$ cat src/rtl/s_term_ram_io_port.sv
// s_term_ram_io_port: south RAM-column terminal tile with config frame register and arbitrated RAM port
// Ports: UserCLK/FrameData/FrameStrobe pass through combinationally; Reset is async active-high;
// fab_* are NUM_CH fabric request channels (req/we/addr/wdata in, rdata/valid/err out);
// ram_* is the single RAM macro port (en/we/addr/wdata out, rdata/ack in).
module s_term_ram_io_port #(
  parameter int MaxFramesPerCol = 20,
  parameter int FrameBitsPerRow = 32,
  parameter int NUM_CH = 2,
  parameter int ADDR_W = 8,
  parameter int DATA_W = 8,
  parameter int CFG_FRAME = 0,
  parameter int TIMEOUT = 15
) (
  input  logic                       UserCLK,
  input  logic                       Reset,
  output logic                       UserCLKo,
  input  logic [FrameBitsPerRow-1:0] FrameData,
  output logic [FrameBitsPerRow-1:0] FrameData_O,
  input  logic [MaxFramesPerCol-1:0] FrameStrobe,
  output logic [MaxFramesPerCol-1:0] FrameStrobe_O,
  input  logic [NUM_CH-1:0]          fab_req,
  input  logic [NUM_CH-1:0]          fab_we,
  input  logic [NUM_CH*ADDR_W-1:0]   fab_addr,
  input  logic [NUM_CH*DATA_W-1:0]   fab_wdata,
  output logic [NUM_CH*DATA_W-1:0]   fab_rdata,
  output logic [NUM_CH-1:0]          fab_valid,
  output logic [NUM_CH-1:0]          fab_err,
  output logic                       ram_en,
  output logic                       ram_we,
  output logic [ADDR_W-1:0]          ram_addr,
  output logic [DATA_W-1:0]          ram_wdata,
  input  logic [DATA_W-1:0]          ram_rdata,
  input  logic                       ram_ack
);
  localparam int IW = NUM_CH > 1 ? $clog2(NUM_CH) : 1;
  localparam int CW = $clog2(TIMEOUT + 2);
  localparam logic [CW-1:0] TLAST = CW'(TIMEOUT - 1);
  typedef enum logic [1:0] {IDLE, ISSUE, DONE} state_t;
  state_t state, nxt;
  logic [2*NUM_CH-1:0] cfg;
  logic [NUM_CH-1:0] elig, wp, sel;
  logic [IW-1:0] rr, gnt, pick;
  logic [CW-1:0] cnt;
  logic found, ok, we_l, timeout;
  logic [ADDR_W-1:0] addr_l;
  logic [DATA_W-1:0] wdata_l;
  logic [ADDR_W-1:0] addr_a [NUM_CH];
  logic [DATA_W-1:0] wdata_a [NUM_CH];
  logic [DATA_W-1:0] rd [NUM_CH];
  assign UserCLKo = UserCLK;
  assign FrameData_O = FrameData;
  assign FrameStrobe_O = FrameStrobe;
  assign elig = fab_req & cfg[NUM_CH-1:0];
  assign wp = cfg[2*NUM_CH-1:NUM_CH];
  for (genvar c = 0; c < NUM_CH; c++) begin : g_ch
    assign addr_a[c] = fab_addr[c*ADDR_W +: ADDR_W];
    assign wdata_a[c] = fab_wdata[c*DATA_W +: DATA_W];
    assign fab_rdata[c*DATA_W +: DATA_W] = rd[c];
  end
  always_ff @(posedge UserCLK or posedge Reset)
    if (Reset) cfg <= '0;
    else if (FrameStrobe[CFG_FRAME]) cfg <= FrameData[2*NUM_CH-1:0];
  // first eligible channel at or after the round-robin pointer, wrapping
  always_comb begin
    found = 1'b0;
    pick = '0;
    for (int i = 0; i < NUM_CH; i++)
      if (!found && elig[(int'(rr) + i) % NUM_CH]) begin
        found = 1'b1;
        pick = IW'((int'(rr) + i) % NUM_CH);
      end
    timeout = TIMEOUT != 0 && cnt == TLAST;
    nxt = state == IDLE  ? (found ? ISSUE : IDLE) :
          state == ISSUE ? (ram_ack || timeout ? DONE : ISSUE) : IDLE;
  end
  always_comb begin
    sel = '0;
    sel[gnt] = 1'b1;
  end
  assign fab_valid = state == DONE && ok ? sel : '0;
  assign fab_err = state == DONE && !ok ? sel : '0;
  assign ram_en = state == ISSUE;
  assign ram_we = ram_en & we_l;
  assign ram_addr = addr_l;
  assign ram_wdata = wdata_l;
  always_ff @(posedge UserCLK or posedge Reset)
    if (Reset) state <= IDLE;
    else state <= nxt;
  always_ff @(posedge UserCLK or posedge Reset)
    if (Reset) begin
      rr <= '0;
      gnt <= '0;
      cnt <= '0;
      ok <= 1'b0;
      we_l <= 1'b0;
      addr_l <= '0;
      wdata_l <= '0;
      for (int c = 0; c < NUM_CH; c++) rd[c] <= '0;
    end else begin
      if (state == IDLE && found) begin
        gnt <= pick;
        addr_l <= addr_a[pick];
        wdata_l <= wdata_a[pick];
        we_l <= fab_we[pick] & wp[pick];
        rr <= pick == IW'(NUM_CH - 1) ? '0 : pick + 1'b1;
      end
      // ok keeps the value of the final ISSUE cycle, which decides valid vs err in DONE
      if (state == ISSUE) begin
        cnt <= cnt + 1'b1;
        ok <= ram_ack;
        if (ram_ack && !we_l) rd[gnt] <= ram_rdata;
      end
      if (state == DONE) cnt <= '0;
    end
endmodule

$ cat config.mk
export PLATFORM = sky130hd
export DESIGN_NAME = s_term_ram_io_port
export DESIGN_NICKNAME = d
export VERILOG_FILES = /design/src/rtl/s_term_ram_io_port.sv
export SDC_FILE = /design/constraint.sdc
export NUM_CORES = 1
export LEC_CHECK = 0
export ABC_AREA = 1
export CAP_MARGIN = 10
export CORE_ASPECT_RATIO = 0.8
export CORE_MARGIN = 1
export CORE_UTILIZATION = 30
export DETAILED_ROUTE_END_ITERATION = 6
export MAX_ROUTING_LAYER = met4
export PLACE_DENSITY = 0.72
export SYNTH_ARGS = -nofsm -noshare
export SYNTH_HDL_FRONTEND = slang
export SYNTH_SLANG_ARGS = --single-unit
$ cat constraint.sdc
create_clock -name UserCLK -period 3.31 [get_ports UserCLK]
set_input_delay 0.4965 -clock UserCLK [delete_from_list [all_inputs] [get_ports UserCLK]]
set_output_delay 0.4965 -clock UserCLK [all_outputs]
set_load 0.02 [all_outputs]
### M1 wires, run 1

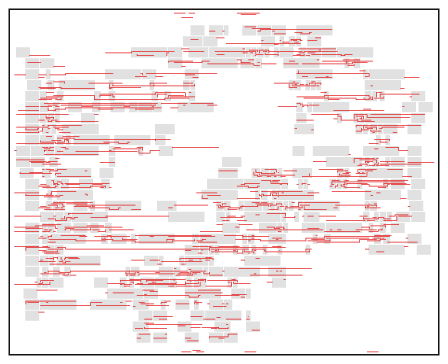
The layer carries 2750 microns of wire. The longest straight run is 35.7 microns. The wires run mostly horizontal.

### Metal 2, run 1

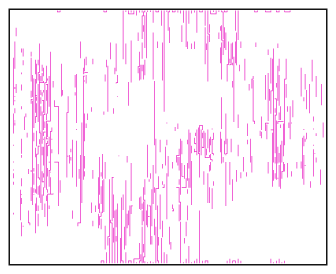
The layer carries 2940 microns of wire. The wires run mostly vertical. The layer holds 46% of the routed length. 349 nets have wire on it. The longest straight run is 38.1 microns.

### Met3 routing, run 1

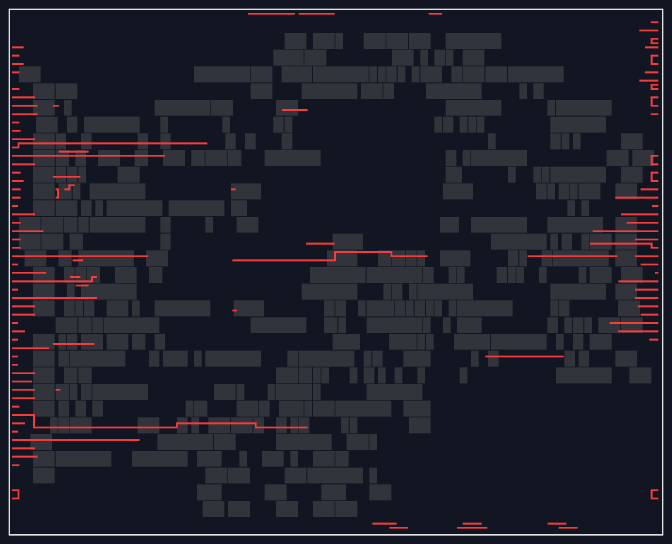
The wires run mostly horizontal. The layer carries 519 microns of wire.

==> run 1: path summary, 6_finish.rpt <==
path | to | slack (ns) | cells past startpoint
worst max-delay path | UserCLKo | 0.42 | 3
worst min-delay path | fab_rdata[7] | 0.48 | 2
worst max register to register | ram_addr[0] | 1.31 | 6
worst min register to register | fab_rdata[7] | 0.48 | 2
max in group asynchronous | fab_rdata[5] | 2.05 | 2
min in group asynchronous | cnt[1] | 0.65 | 2
==> run 1: registers in the layout, indices dropped and copies added, names as in the netlist <==
name and cells:
fab_rdata 16, ram_addr 8, ram_wdata 8, cnt 5, cfg 4, state 2, gnt 1, ok 1
rr 1, we_l 1
==> run 1: report_power, final <==
group | internal, mW | switching (mW)
combinational | 0.566 | 0.692
clock | 0.249 | 0.240
sequential | 0.828 | 0.176
==> run 1: per-layer routing <==
metal  GRT usage  vias up  wire (microns)
met2       0.242      106            2940
li1            -     1013               -
met5           -        -               0
met4      0.0783        0             184
met1       0.169      965            2750
met3      0.0553       24             519
==> run 1: cell type report <==
cell class / instances / area [sq um] / area share
clock buffers: 9 / 120 / 0.0358
clock inverters: 3 / 23.8 / 0.00708
inverters: 23 / 86.3 / 0.0257
multi-input cells: 165 / 875 / 0.261
flip-flops and latches: 47 / 1180 / 0.350
well taps: 108 / 135 / 0.0403
repair buffers: 94 / 941 / 0.280
==> run 1: critical path, stage by stage <==
cell and delay [ns]:
sky130_fd_sc_hd__clkbuf_8 0.11, sky130_fd_sc_hd__clkbuf_8 0.11, sky130_fd_sc_hd__clkdlybuf4s50_1 0.52
==> run 1: placed cells by master (no fill, tap or decap), types with 2 or more instances in the layout <==
| cell type | instances |
|---|---|
| sky130_fd_sc_hd__dfrtp_1 | 47 |
| sky130_fd_sc_hd__ha_1 | 5 |
| sky130_fd_sc_hd__inv_2 | 3 |
| sky130_fd_sc_hd__inv_1 | 20 |
| sky130_fd_sc_hd__mux2_2 | 4 |
| sky130_fd_sc_hd__clkinvlp_4 | 2 |
| sky130_fd_sc_hd__clkdlybuf4s50_1 | 95 |
| sky130_fd_sc_hd__a21oi_1 | 3 |
| sky130_fd_sc_hd__nand3_1 | 45 |
| sky130_fd_sc_hd__nand4_1 | 18 |
| sky130_fd_sc_hd__o21ai_0 | 13 |
| sky130_fd_sc_hd__nor2_1 | 4 |
| sky130_fd_sc_hd__nand2_2 | 2 |
| sky130_fd_sc_hd__clkbuf_8 | 8 |
| sky130_fd_sc_hd__nand2_1 | 60 |
| sky130_fd_sc_hd__nor3_1 | 4 |
==> run 1: stage by stage <==
step / hold slack (ns) / worst slack [ns]
floorplan: 0.480 / 1.02
global placement: 0.457 / 0.650
detailed placement: 0.461 / 0.650
CTS: 0.483 / 0.411
global route: 0.512 / 0.400
finish: 0.478 / 0.417
==> run 1: kinds of logic (layout without fill, tap and decap cells) <==
kind of cell / count (synthesis) / after routing / synth area share
AND-OR/OR-AND: 19 / 19 / 0.0414
adder cells (fa/ha/maj): 5 / 5 / 0.0241
buffers and inverters: 86 / 129 / 0.212
flip-flops: 47 / 47 / 0.452
multiplexers: 4 / 4 / 0.0173
AND/OR/NAND/NOR: 137 / 137 / 0.253
==> report_table.html, run 1 <==
<p>Metrics extracted from the flow reports.</p>
<table>
<tr><th>Metric</th><th>Value</th></tr>
<tr><th colspan="2">Outcome</th></tr>
<tr><td>Run status</td><td>finished, final reports clean</td></tr>
<tr><th colspan="2">Synthesis</th></tr>
<tr><td>Chip area line of the yosys report</td><td>0.00260 sq mm</td></tr>
<tr><td>Commonest cells in the synthesized netlist</td><td>sky130_fd_sc_hd__nand2_1, sky130_fd_sc_hd__buf_4, sky130_fd_sc_hd__dfrtp_1</td></tr>
<tr><td>Sequential fraction of the synthesis area</td><td>0.452</td></tr>
<tr><td>#FFs+latches synth</td><td>47</td></tr>
<tr><td>Cell type with the highest aggregate area in the netlist</td><td>sky130_fd_sc_hd__dfrtp_1</td></tr>
<tr><td>Tally of unique sky130hd cells used after synthesis</td><td>25</td></tr>
<tr><td>Share of async-settable or async-resettable flops after synthesis</td><td>1.00</td></tr>
<tr><td>Main area contributors</td><td>sky130_fd_sc_hd__dfrtp_1, sky130_fd_sc_hd__buf_4, sky130_fd_sc_hd__nand2_1</td></tr>
<tr><td>Yosys cell count</td><td>298</td></tr>
<tr><td>Mean instance size in the synthesized netlist</td><td>just under 9 sq um</td></tr>
<tr><td>Dominant synthesized flop cell</td><td>sky130_fd_sc_hd__dfrtp_1</td></tr>
<tr><td>Flip-flops with a built-in enable</td><td>0</td></tr>
<tr><td>Mapped cell area</td><td>0.00260 sq mm</td></tr>
<tr><td>Share of the synthesized area in the top cell type</td><td>0.452</td></tr>
<tr><td>Synthesized instance count</td><td>between 200 and 300</td></tr>
<tr><td>Most popular library cell in the synthesized design by count</td><td>sky130_fd_sc_hd__nand2_1</td></tr>
<tr><td>Post-synth net total</td><td>402</td></tr>
<tr><td>Ys Warns</td><td>0</td></tr>
<tr><th colspan="2">Clock network</th></tr>
<tr><td>Hold buffer count at cts</td><td>0</td></tr>
<tr><td>Setup bufs post-CTS</td><td>0</td></tr>
<tr><td>Clock transition at the registers of the reported paths</td><td>~0.09 ns</td></tr>
<tr><td>Resized cells post-CTS</td><td>0</td></tr>
<tr><td>Insertion delay at the late pin of the worst-skew pair</td><td>0.40 ns</td></tr>
<tr><td>CTS tree</td><td>done</td></tr>
<tr><th colspan="2">Finish</th></tr>
<tr><td>Share of the core filled with cells</td><td>0.411</td></tr>
<tr><td>Fraction of layout instances using a drive strength above 1</td><td>0.0733</td></tr>
<tr><td>Final Net Count</td><td>444</td></tr>
<tr><td>Final Instance Count excl. Fillers</td><td>449</td></tr>
<tr><td>Post-route standard cell area excluding fillers</td><td>0.00336 sq mm</td></tr>
<tr><td>Filler Cell Count</td><td>~840</td></tr>
<tr><td>Area delta synth-&gt;final</td><td>29.1%</td></tr>
<tr><td>Diodes inserted</td><td>0</td></tr>
<tr><th colspan="2">Setup path</th></tr>
<tr><td>Classification of the worst setup path</td><td>clock port to primary output</td></tr>
<tr><td>Launch point of the worst path</td><td>UserCLK</td></tr>
<tr><td>Required time of the critical path</td><td>2.81 ns</td></tr>
<tr><td>Critical path data arrival time</td><td>2.40 ns</td></tr>
<tr><td>Startpoint of the worst register-to-register path</td><td>state[0]</td></tr>
<tr><td>Max Fanout on Critical Path</td><td>2</td></tr>
<tr><td>Startpoint type of the worst setup path</td><td>clock port</td></tr>
<tr><td>CP Capture Type</td><td>primary output</td></tr>
<tr><th colspan="2">Placement</th></tr>
<tr><td>IO buf count</td><td>95</td></tr>
<tr><td>Final estimated routing congestion in global placement</td><td>0.803</td></tr>
<tr><td>Post-detailed-placement half-perimeter wirelength</td><td>4640 microns</td></tr>
<tr><td>Count of placed standard cells including taps</td><td>roughly 440</td></tr>
<tr><td>Placed Area</td><td>0.00322 sq mm</td></tr>
<tr><th colspan="2">STA</th></tr>
<tr><td>Setup TNS</td><td>0 ns</td></tr>
<tr><td>Total of endpoints with negative setup slack in the final report</td><td>0</td></tr>
<tr><td>Worst slew margin relative to its limit</td><td>0.329</td></tr>
<tr><td>Worst-case clock skew</td><td>between 0.01 and 0.015 ns</td></tr>
<tr><td>Worst slew pin tran</td><td>1.01 ns</td></tr>
<tr><td>Unrepaired setup endpoints after global routing</td><td>false</td></tr>
<tr><td>Pins over their slew limit</td><td>0</td></tr>
<tr><td>Number of hold violations in the final report</td><td>0</td></tr>
<tr><th colspan="2">Global routing</th></tr>
<tr><td>Via count of the first global-routing pass</td><td>around 2.2k</td></tr>
<tr><td>Global-route wire length before repair</td><td>10400 microns</td></tr>
<tr><td>Grt ovf</td><td>0</td></tr>
<tr><td>Maximum number of pins on one net before global-route repair</td><td>48</td></tr>
<tr><td>Total Routing Usage GR</td><td>0.153</td></tr>
<tr><td>Initial antenna violation count</td><td>0</td></tr>
<tr><th colspan="2">Route</th></tr>
<tr><td>Total wire length</td><td>6390 microns</td></tr>
<tr><td>Number of detailed-route iterations in the first pass</td><td>4</td></tr>
<tr><td>Wirelength per Cell</td><td>14.2 microns</td></tr>
<tr><td>Final routed DRC violation total</td><td>0</td></tr>
<tr><td>Iteration-0 DRC count of the detailed router</td><td>~94</td></tr>
<tr><td>Total vias in the final route</td><td>2108</td></tr>
<tr><td>Via density per instance</td><td>4.69</td></tr>
<tr><td>Antenna viol nets, final</td><td>0</td></tr>
<tr><th colspan="2">Flow run</th></tr>
<tr><td>Max-capacitance violation count</td><td>0</td></tr>
<tr><td>Count of tool warnings</td><td>30</td></tr>
<tr><th colspan="2">Floorplanning</th></tr>
<tr><td>Ports placed on the boundary</td><td>between 150 and 200</td></tr>
<tr><td>Number of placement rows</td><td>29</td></tr>
<tr><td>Area of the chip</td><td>0.00905 sq mm</td></tr>
<tr><td>Die outline height</td><td>85.3 microns</td></tr>
<tr><td>Initial core utilization</td><td>0.319</td></tr>
<tr><td>Horizontal die size</td><td>106 microns</td></tr>
<tr><td>Area of the core</td><td>0.00816 sq mm</td></tr>
<tr><th colspan="2">Power</th></tr>
<tr><td>Highest ir drop seen on vdd</td><td>roughly 0.37 mV</td></tr>
<tr><td>Total power draw</td><td>2.75 mW</td></tr>
<tr><td>Leakage component of the power</td><td>1.48 nW</td></tr>
<tr><td>Pwr dens</td><td>819 mW/mm^2</td></tr>
<tr><th colspan="2">Worst hold path</th></tr>
<tr><td>Startpoint of the lowest-slack hold path</td><td>fab_rdata[7]</td></tr>
<tr><td>Worst hold path type</td><td>register to register</td></tr>
</table>
--- run 2 (diff from run 1) ---
Settings changed: CORE_UTILIZATION 30 to 37, PLACE_DENSITY 0.72 to 0.86, SETUP_SLACK_MARGIN set to 0.1, SLEW_MARGIN set to 20.
### Metal 2, run 2

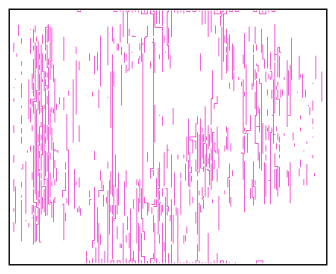
The layer holds 48% of the routed length. The longest straight run is 46.9 microns. 364 nets have wire on it.

==> report_table.html, run 2 <==
<p>Metrics extracted from the flow reports.</p>
<table>
<tr><th>Metric</th><th>Value</th></tr>
<tr><th colspan="2">Setup path</th></tr>
<tr><td>Top delay family on crit path</td><td>buffers and inverters</td></tr>
<tr><td>CP Capture Type</td><td>primary output</td></tr>
<tr><th colspan="2">Global routing</th></tr>
<tr><td>Initial antenna violation count</td><td>0</td></tr>
<tr><td>Total Routing Usage GR</td><td>0.181</td></tr>
<tr><th colspan="2">Synthesis</th></tr>
<tr><td>Cell type with the highest aggregate area in the netlist</td><td>sky130_fd_sc_hd__dfrtp_1</td></tr>
<tr><td>Post-synth net total</td><td>402</td></tr>
<tr><td>Most popular library cell in the synthesized design by count</td><td>sky130_fd_sc_hd__nand2_1</td></tr>
<tr><td>Share of synthesized area spent on multiplexers</td><td>0.0173</td></tr>
<tr><td>Synthesized instance count</td><td>298</td></tr>
<tr><td>Yosys cell count</td><td>just under 300</td></tr>
<tr><td>Share of synthesized cell area in and, or, nand and nor gates</td><td>0.253</td></tr>
<tr><td>Ys Warns</td><td>0</td></tr>
<tr><td>FA/HA/MAJ Cells, Area Fraction</td><td>0.0241</td></tr>
<tr><td>Sequential fraction of the synthesis area</td><td>0.452</td></tr>
<tr><th colspan="2">Finish</th></tr>
<tr><td>Dominant logic cell type in the layout</td><td>sky130_fd_sc_hd__clkdlybuf4s50_1</td></tr>
<tr><td>Area delta synth-&gt;final</td><td>29.5%</td></tr>
<tr><td>Final Net Count</td><td>between 400 and 500</td></tr>
<tr><td>Filler Cell Count</td><td>623</td></tr>
<tr><td>Commonest cells after routing, fill and taps aside</td><td>sky130_fd_sc_hd__clkdlybuf4s50_1, sky130_fd_sc_hd__nand2_1, sky130_fd_sc_hd__dfrtp_1</td></tr>
<tr><td>Post-route standard cell area excluding fillers</td><td>approximately 0.0034 sq mm</td></tr>
<tr><th colspan="2">Route</th></tr>
<tr><td>Iteration-0 DRC count of the detailed router</td><td>71</td></tr>
<tr><td>Wirelength per Cell</td><td>~15 microns</td></tr>
<tr><td>Total wire length</td><td>6220 microns</td></tr>
<tr><td>Antenna viol nets, final</td><td>0</td></tr>
<tr><th colspan="2">STA</th></tr>
<tr><td>Worst slew pin tran</td><td>just over 0.8 ns</td></tr>
<tr><td>Unrepaired setup endpoints after global routing</td><td>false</td></tr>
<tr><td>Worst-case clock skew</td><td>0.00969 ns</td></tr>
<tr><td>Pins over their slew limit</td><td>0</td></tr>
<tr><td>Worst slew margin relative to its limit</td><td>0.450</td></tr>
<tr><td>Number of hold violations in the final report</td><td>0</td></tr>
<tr><th colspan="2">Placement</th></tr>
<tr><td>IO buf count</td><td>95</td></tr>
<tr><th colspan="2">Floorplanning</th></tr>
<tr><td>Ports placed on the boundary</td><td>190</td></tr>
<tr><th colspan="2">Power</th></tr>
<tr><td>Fraction of power spent switching nets</td><td>0.379</td></tr>
<tr><td>Highest ir drop seen on vdd</td><td>roughly 0.36 mV</td></tr>
<tr><td>Clock power share</td><td>0.217</td></tr>
<tr><th colspan="2">Outcome</th></tr>
<tr><td>Run status</td><td>finished, final reports clean</td></tr>
<tr><th colspan="2">Flow run</th></tr>
<tr><td>Max-capacitance violation count</td><td>0</td></tr>
<tr><td>Count of tool warnings</td><td>30</td></tr>
</table>
### Met3 routing, run 2

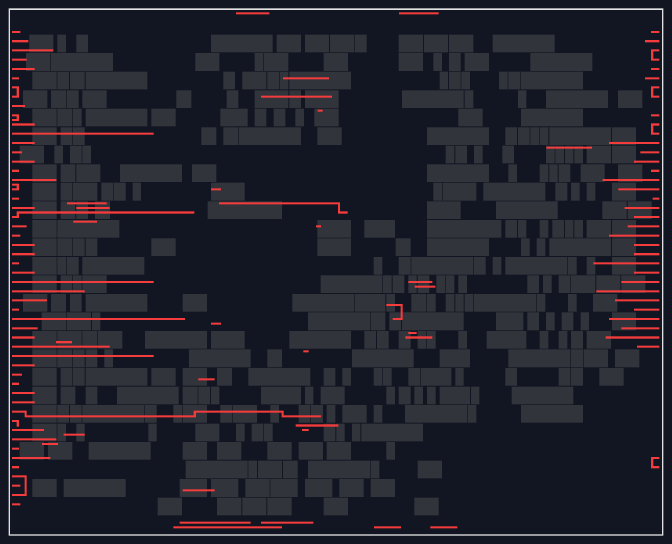
The layer carries 571 microns of wire. The longest straight run is 25.8 microns. The wires run mostly horizontal. The layer holds 9.2% of the routed length. 97 nets have wire on it.

run 2: cell counts after synthesis:
Identical to the previous run, type by type.
run 2: kinds of logic after synthesis:
logic type / Yosys count
AOI/OAI and AO/OA: 19
adders and majority gates: 5
buffers and inverters: 86
DFF: 47
muxes: 4
and+or+nand+nor: 137
run 2: per-layer routing:
| metal | up-vias | routed length [microns] | track usage |
|---|---|---|---|
| met5 | - | 0 | - |
| met4 | 0 | 193 | 0.0896 |
| met3 | 26 | 570 | 0.0764 |
| met2 | 112 | 2970 | 0.286 |
| met1 | 1037 | 2490 | 0.193 |
| li1 | 1012 | - | - |
run 2: cell type report:
type	count	area [sq um]	area share
flip-flops and latches	47	1180	0.349
repair buffers	94	941	0.279
multi-input cells	165	875	0.260
clock buffers	10	124	0.0368
well taps	84	105	0.0312
inverters	23	87.6	0.0260
clock inverters	2	60.1	0.0178
run 2: stage by stage:
step | cells | setup WS [ns]
floorplan | 298 | 1.02
global placement | 414 | 0.650
detailed placement | 414 | 0.650
CTS | 425 | 0.404
global route | 425 | 0.401
finish | 425 | 0.410
run 2: worst reg2reg max path, delay by kind of cell (launching register included):
| family | cells | cell delay [ns] |
|---|---|---|
| adders and majority gates | 1 | 0.64 |
| DFF | 1 | 0.38 |
| buffers and inverters | 2 | 0.22 |
| and+or+nand+nor | 2 | 0.27 |
| AOI/OAI and AO/OA | 1 | 0.46 |
run 2: worst paths after layout:
check                           endpoint  slack, ns  depth (start not counted)
hold / removal              fab_rdata[2]       0.48                          2
setup reg to reg             ram_addr[5]       1.28                          6
max in group asynchronous  fab_rdata[12]       2.26                          2
min in group asynchronous   ram_wdata[6]       0.53                          2
setup / recovery                UserCLKo       0.41                          3
hold reg to reg             fab_rdata[2]       0.48                          2
run 2: power groups by stage:
| stage | Sequential (mW) | Combinational (mW) | Clock [mW] |
|---|---|---|---|
| 2_1_floorplan | 1.22 | 0.546 | 0.0353 |
| 5_1_grt | 1.04 | 1.36 | 0.669 |
| 6_report | 1.00 | 1.26 | 0.626 |
| 3_5_place_dp | 1.01 | 1.27 | 0.0406 |
| 3_3_place_gp | 0.999 | 1.23 | 0.0406 |
| 4_1_cts | 1.01 | 1.27 | 0.643 |
No activity file was given, so power comes from the tool's default toggle rates.
